--- config.mk ---
export PLATFORM = sky130hd
export DESIGN_NAME = game_classic_status_flat
export DESIGN_NICKNAME = d
export VERILOG_FILES = /design/src/rtl/game_classic_status_if.sv /design/src/rtl/game_classic_status.sv /design/src/flat_wrapper.sv
export SDC_FILE = /design/constraint.sdc
export NUM_CORES = 1
export LEC_CHECK = 0
export CAP_MARGIN = 20
export CORE_MARGIN = 3
export CORE_UTILIZATION = 44
export DETAILED_ROUTE_END_ITERATION = 8
export GPL_TIMING_DRIVEN = 0
export PLACE_DENSITY = 0.75
export REMOVE_ABC_BUFFERS = 1
export SKIP_LAST_GASP = 1
export SLEW_MARGIN = 20
export SYNTH_ARGS = -nofsm -noshare
export SYNTH_HDL_FRONTEND = slang
export SYNTH_SLANG_ARGS = --single-unit
export TNS_END_PERCENT = 100
--- constraint.sdc ---
create_clock -name clk -period 11.3 [get_ports clk]
set_input_delay 2.26 -clock clk [delete_from_list [all_inputs] [get_ports clk]]
set_output_delay 2.26 -clock clk [all_outputs]
set_load 0.05 [all_outputs]
--- src/rtl/game_classic_status_if.sv ---
// Bundles the classic-mode control inputs and display-facing outputs of game_classic_status.
// The master side drives the game controls; the slave side is the timer/score engine.
interface game_classic_status_if;
  logic        enable_game_classic;
  logic        pause;
  logic        hit;
  logic        miss;
  logic [15:0] led_classic;
  logic [15:0] seg_classic;
  logic [4:0]  score_classic;
  logic        game_over;

  modport master (
    output enable_game_classic, pause, hit, miss,
    input  led_classic, seg_classic, score_classic, game_over
  );

  modport slave (
    input  enable_game_classic, pause, hit, miss,
    output led_classic, seg_classic, score_classic, game_over
  );
endinterface

--- src/rtl/game_classic_status.sv ---
// Classic-mode timer/score engine: LED-bar countdown, BCD remaining seconds and saturating score.
// Define GAME_CLASSIC_MISS_PENALTY_EN to make a miss cost one LED step of time.
module game_classic_status #(
  parameter int TICK_DIV    = 100_000_000,
  parameter int SEC_PER_LED = 4
) (
  input logic                  clk,
  input logic                  rst_n,
  game_classic_status_if.slave bus
);

  localparam int              PW      = (TICK_DIV > 1) ? $clog2(TICK_DIV) : 1;
  localparam logic [PW-1:0]   PRE_MAX = PW'(TICK_DIV - 1);
  localparam logic [2:0]      SUB_MAX = 3'(SEC_PER_LED - 1);

  typedef enum logic [1:0] {IDLE, RUN, OVER} state_t;

  state_t        r_state, w_stateNext;
  logic [4:0]    r_ledCnt, w_ledNext;
  logic [2:0]    r_subSec, w_subNext;
  logic [4:0]    r_score, w_scoreNext;
  logic [PW-1:0] r_prescaler, w_preNext;
  logic [15:0]   r_seg, w_segNext;
  logic          w_active;
  logic          w_tick;
  logic          w_ledStep;
  logic          w_missDec;
  logic [1:0]    w_dec;
  logic [6:0]    w_remSec;

  assign w_active  = (r_state == RUN) && bus.enable_game_classic && !bus.pause;
  assign w_tick    = w_active && (r_prescaler == PRE_MAX);
  assign w_ledStep = w_tick && (r_subSec == 3'd0);

`ifdef GAME_CLASSIC_MISS_PENALTY_EN
  assign w_missDec = w_active && bus.miss;
`else
  logic w_unusedMiss;
  assign w_unusedMiss = bus.miss;
  assign w_missDec    = 1'b0;
`endif

  // A tick step and a miss penalty can land together, so the LED count may drop by two.
  assign w_dec = {1'b0, w_ledStep} + {1'b0, w_missDec};

  always_comb begin
    w_stateNext = r_state;
    w_ledNext   = r_ledCnt;
    w_subNext   = r_subSec;
    w_scoreNext = r_score;
    w_preNext   = r_prescaler;
    case (r_state)
      IDLE: begin
        if (bus.enable_game_classic) begin
          w_stateNext = RUN;
          w_ledNext   = 5'd16;
          w_subNext   = SUB_MAX;
          w_scoreNext = 5'd0;
          w_preNext   = '0;
        end
      end
      RUN: begin
        if (!bus.enable_game_classic) begin
          w_stateNext = IDLE;
          w_ledNext   = 5'd0;
          w_subNext   = 3'd0;
          w_scoreNext = 5'd0;
          w_preNext   = '0;
        end else begin
          if (!bus.pause) begin
            w_preNext = (r_prescaler == PRE_MAX) ? '0 : r_prescaler + PW'(1);
          end
          if (w_tick) begin
            w_subNext = (r_subSec == 3'd0) ? SUB_MAX : r_subSec - 3'd1;
          end
          w_ledNext = (r_ledCnt > 5'(w_dec)) ? r_ledCnt - 5'(w_dec) : 5'd0;
          if (bus.hit && !bus.pause && (r_score != 5'd31)) begin
            w_scoreNext = r_score + 5'd1;
          end
          if (w_ledNext == 5'd0) begin
            w_stateNext = OVER;
          end
        end
      end
      OVER: begin
        if (!bus.enable_game_classic) begin
          w_stateNext = IDLE;
          w_ledNext   = 5'd0;
          w_subNext   = 3'd0;
          w_scoreNext = 5'd0;
          w_preNext   = '0;
        end
      end
      default: begin
        w_stateNext = IDLE;
      end
    endcase
  end

  // Display digits are built from the already-registered counters, hence one cycle behind them.
  always_comb begin
    w_remSec = 7'd0;
    if (r_ledCnt != 5'd0) begin
      w_remSec = 7'((int'(r_ledCnt) - 1) * SEC_PER_LED + int'(r_subSec) + 1);
    end
    w_segNext = '0;
    if (w_stateNext != IDLE) begin
      w_segNext = {4'(w_remSec / 7'd10), 4'(w_remSec % 7'd10),
                   4'(r_score / 5'd10), 4'(r_score % 5'd10)};
    end
  end

  always_ff @(posedge clk or negedge rst_n) begin
    if (!rst_n) begin
      r_state     <= IDLE;
      r_ledCnt    <= 5'd0;
      r_subSec    <= 3'd0;
      r_score     <= 5'd0;
      r_prescaler <= '0;
      r_seg       <= 16'd0;
    end else begin
      r_state     <= w_stateNext;
      r_ledCnt    <= w_ledNext;
      r_subSec    <= w_subNext;
      r_score     <= w_scoreNext;
      r_prescaler <= w_preNext;
      r_seg       <= w_segNext;
    end
  end

  assign bus.led_classic   = {11'd0, r_ledCnt};
  assign bus.seg_classic   = r_seg;
  assign bus.score_classic = r_score;
  assign bus.game_over     = (r_state == OVER);

endmodule
--- src/flat_wrapper.sv ---
// flat-port wrapper written by rule: the top's interface ports become plain ports
module game_classic_status_flat 
#(
  parameter int TICK_DIV    = 100_000_000,
  parameter int SEC_PER_LED = 4
)
  (clk, rst_n, bus_enable_game_classic, bus_pause, bus_hit, bus_miss, bus_led_classic, bus_seg_classic, bus_score_classic, bus_game_over);
  game_classic_status_if bus_i ();
  input logic clk;
  input logic rst_n;
  input wire logic [$bits(bus_i.enable_game_classic)-1:0] bus_enable_game_classic;
  input wire logic [$bits(bus_i.pause)-1:0] bus_pause;
  input wire logic [$bits(bus_i.hit)-1:0] bus_hit;
  input wire logic [$bits(bus_i.miss)-1:0] bus_miss;
  output wire logic [$bits(bus_i.led_classic)-1:0] bus_led_classic;
  output wire logic [$bits(bus_i.seg_classic)-1:0] bus_seg_classic;
  output wire logic [$bits(bus_i.score_classic)-1:0] bus_score_classic;
  output wire logic [$bits(bus_i.game_over)-1:0] bus_game_over;
  assign bus_i.enable_game_classic = bus_enable_game_classic;
  assign bus_i.pause = bus_pause;
  assign bus_i.hit = bus_hit;
  assign bus_i.miss = bus_miss;
  assign bus_led_classic = bus_i.led_classic;
  assign bus_seg_classic = bus_i.seg_classic;
  assign bus_score_classic = bus_i.score_classic;
  assign bus_game_over = bus_i.game_over;
  game_classic_status #(.TICK_DIV(TICK_DIV), .SEC_PER_LED(SEC_PER_LED)) u_core (.clk(clk), .rst_n(rst_n), .bus(bus_i));
endmodule
==> flow_metrics.tcl <==
# implementation run metrics
set metrics [dict create \
    outcome "finished, final reports clean" \
    netlist_area_um2 3830 \
    crit_path_cell_trace "clkdlybuf4s50_1 > nand2_1 > nor4_1 > ha_1 > ha_1 > xnor2_1 > nand4b_1 > a221oi_1 > o21bai_1 > a21oi_1 > nor2_1 > a21oi_1 > a21o_1 > nor3_1" \
    cts_made_buffers 5 \
    seq-cell-share_pct 33.2 \
    powerDensity_nw_per_um2 234 \
    antenna_found_initial 0 \
    max_cap_viol_count 0 \
    r2r-start "u_core.r_ledCnt[0]" \
    holdPathStages 2 \
    grt_pass1_wl_mm 13.5 \
    met2_usage_pct 24.9 \
    max_freq_ghz 0.179 \
    ys.flops 56 \
    r2r_end "u_core.bus.seg_classic[10]" \
    critPathArrivalTime_ns 5.73 \
    antenna_left 0 \
    clock_area_share_pct 2.55 \
    finalMaxSlewViolations 0 \
    end_kind "flop" \
    seq_area_um2 1400 \
    crit_slowest_cell "clkdlybuf4s50_1" \
    antenna_cells 0 \
    logic_gate_count 348 \
    clock-sinks 56 \
    mux_area_share_pct 1.53 \
    grt.overflow.total 0 \
    yosysWarnings 0 \
    top_cell "nor2_1" \
    required_ns 11.45 \
    rsz0062_at_grt "no" \
    worstHoldPathType "flop to flop" \
    largest_area_cell "dfrtp_1" \
    ys_cells 441 \
    critPathLaunch "bus_enable_game_classic" \
    largest_cell_class "logic gates" \
    dr.first_iter.drc_count 238 \
    place_area_um2 4110 \
    flop_cell "dfrtp_1" \
    top_layer_used "met4" \
    met3_length_um 336 \
    setup_violations 0 \
    min_to "u_core.r_prescaler[8]" \
    cts_resized 0 \
    root_buffer "clkbuf_8" \
    yosysUniqueCellTypes 66 \
    route.vias.total 3103 \
    startpoint_type "input port" \
    die-area_um2 9870 \
    rr_worst_depth 15 \
    comb_area_um2 2220 \
    syn_inst 441 \
    std_cell_rows 33 \
    path_depth 14 \
    clockBufferDepth 2 \
    clk_latency_ns 0.31 \
    final_cell_area_um2 4220 \
    period_used_pct 49.3 \
    wl_met1_mm 3.79 \
    fill_cells 768 \
    port_buffers 29 \
    worstHoldStart "u_core.r_prescaler[8]" \
    warnings 38 \
    synth_adder_area_share_pct 7.51 \
    avgSynthCellArea_um2 8.69 \
    core_area_um2 8340 \
    die_w_um 99.3 \
    critPathMaxFanout 14 \
    slew_headroom_pct 45.0 \
    io-pin-count 44 \
    critical-path-top-delay-family "AND-OR/OR-AND gates" \
    synth-xor-area-share_pct 8.91 \
    p_leak_nw 1.80 \
    ys_top_cells_by_count "65 x nor2_1, 56 x dfrtp_1, 39 x nand2_1" \
    drt_wl_total_mm 7.83 \
    finClkSkew_ns 0.0123 \
    synth.top_cell.area_share_pct 36.6 \
    async_flop_share_pct 100 \
    clockBufferCount 6 \
    hold_viol_final 0 \
    ys_top_cells_by_area "dfrtp_1 37%, ha_1 7.5%, nor2_1 6.4%, xnor2_1 4.6%, xor2_1 4.3%" \
    area_delta_synth_final_pct 10.1 \
    drc 0 \
    layout_top_cell "nor2_1" \
    yosys.stat.seqShare_pct 36.6 \
    finalNetCount 486 \
]
[power by group]
group	internal (mW)	total [mW]	switching, mW
logic	0.217	0.613	0.395
clock network	0.0659	0.129	0.0629
registers	0.224	0.248	0.0239
total	0.507	0.989	0.482
[per-stage QoR]
step	hold slack (ns)	setup slack [ns]	power [mW]	std cells
3_3_place_gp	0.509	5.45	0.835	554
4_1_cts	0.551	5.75	0.985	563
6_report	0.557	5.73	0.989	563
5_1_grt	0.576	5.33	1.06	563
2_1_floorplan	0.486	6.76	0.709	420
3_5_place_dp	0.524	5.43	0.853	555
[registers in the layout, summed over array words and instances (netlist names)]
signal                    cells
u_core.bus.score_classic      5
u_core.bus.seg_classic       14
u_core.r_ledCnt               5
u_core.r_prescaler           27
u_core.r_state                2
u_core.r_subSec               3
==> images/metal_stack.png <==
Scale: 4 px per um. Two of the layers only.
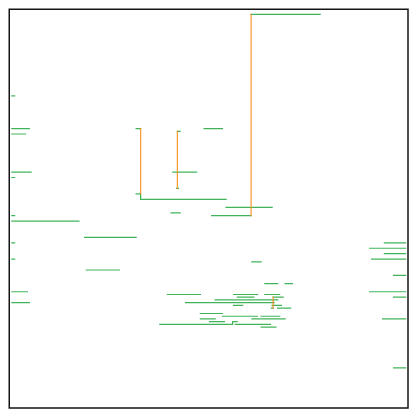
met4 -> orange  # wire length 83.6 um
met3 -> green  # wire length 336 um

==> images/final_congestion.png <==
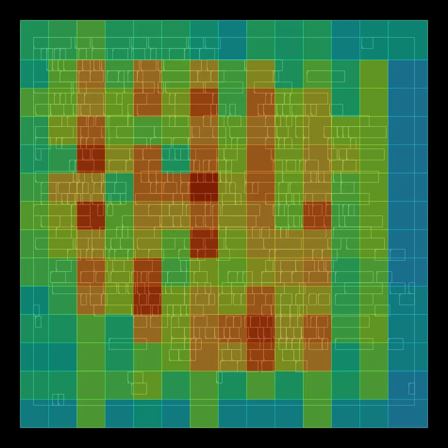
final core occ: 50.6%
met1 usage: 23.8%
routed wire length per instance: 13.9 um

==> images/met3.png <==
Scale: 4 px per um.
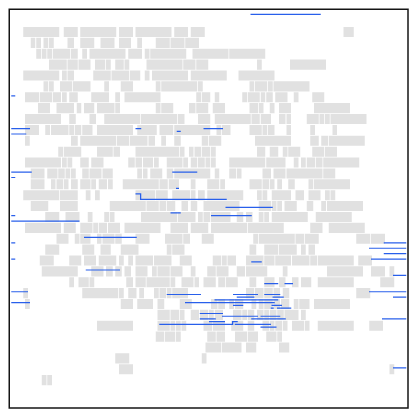
wire length on this layer = 336 um
longest straight run = 22.1 um
share of all routed wire = 4.3%

==> images/registers.png <==
Scale: 4 px per um. Other sequential cells in the stronger gray, the rest of the logic in the fainter gray.
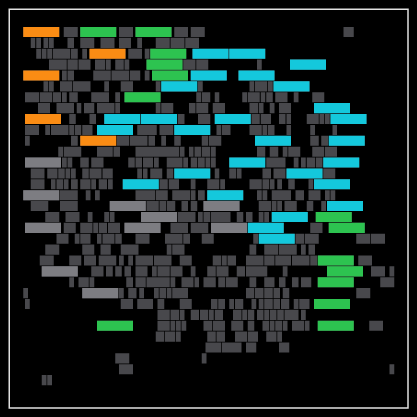
u_core.bus.seg_classic -> green  # placed flops 14
u_core.r_prescaler -> cyan  # placed flops 27
u_core.bus.score_classic -> orange  # placed flops 5, where upper left
not colored = 10

No activity file was given, so power comes from the tool's default toggle rates.
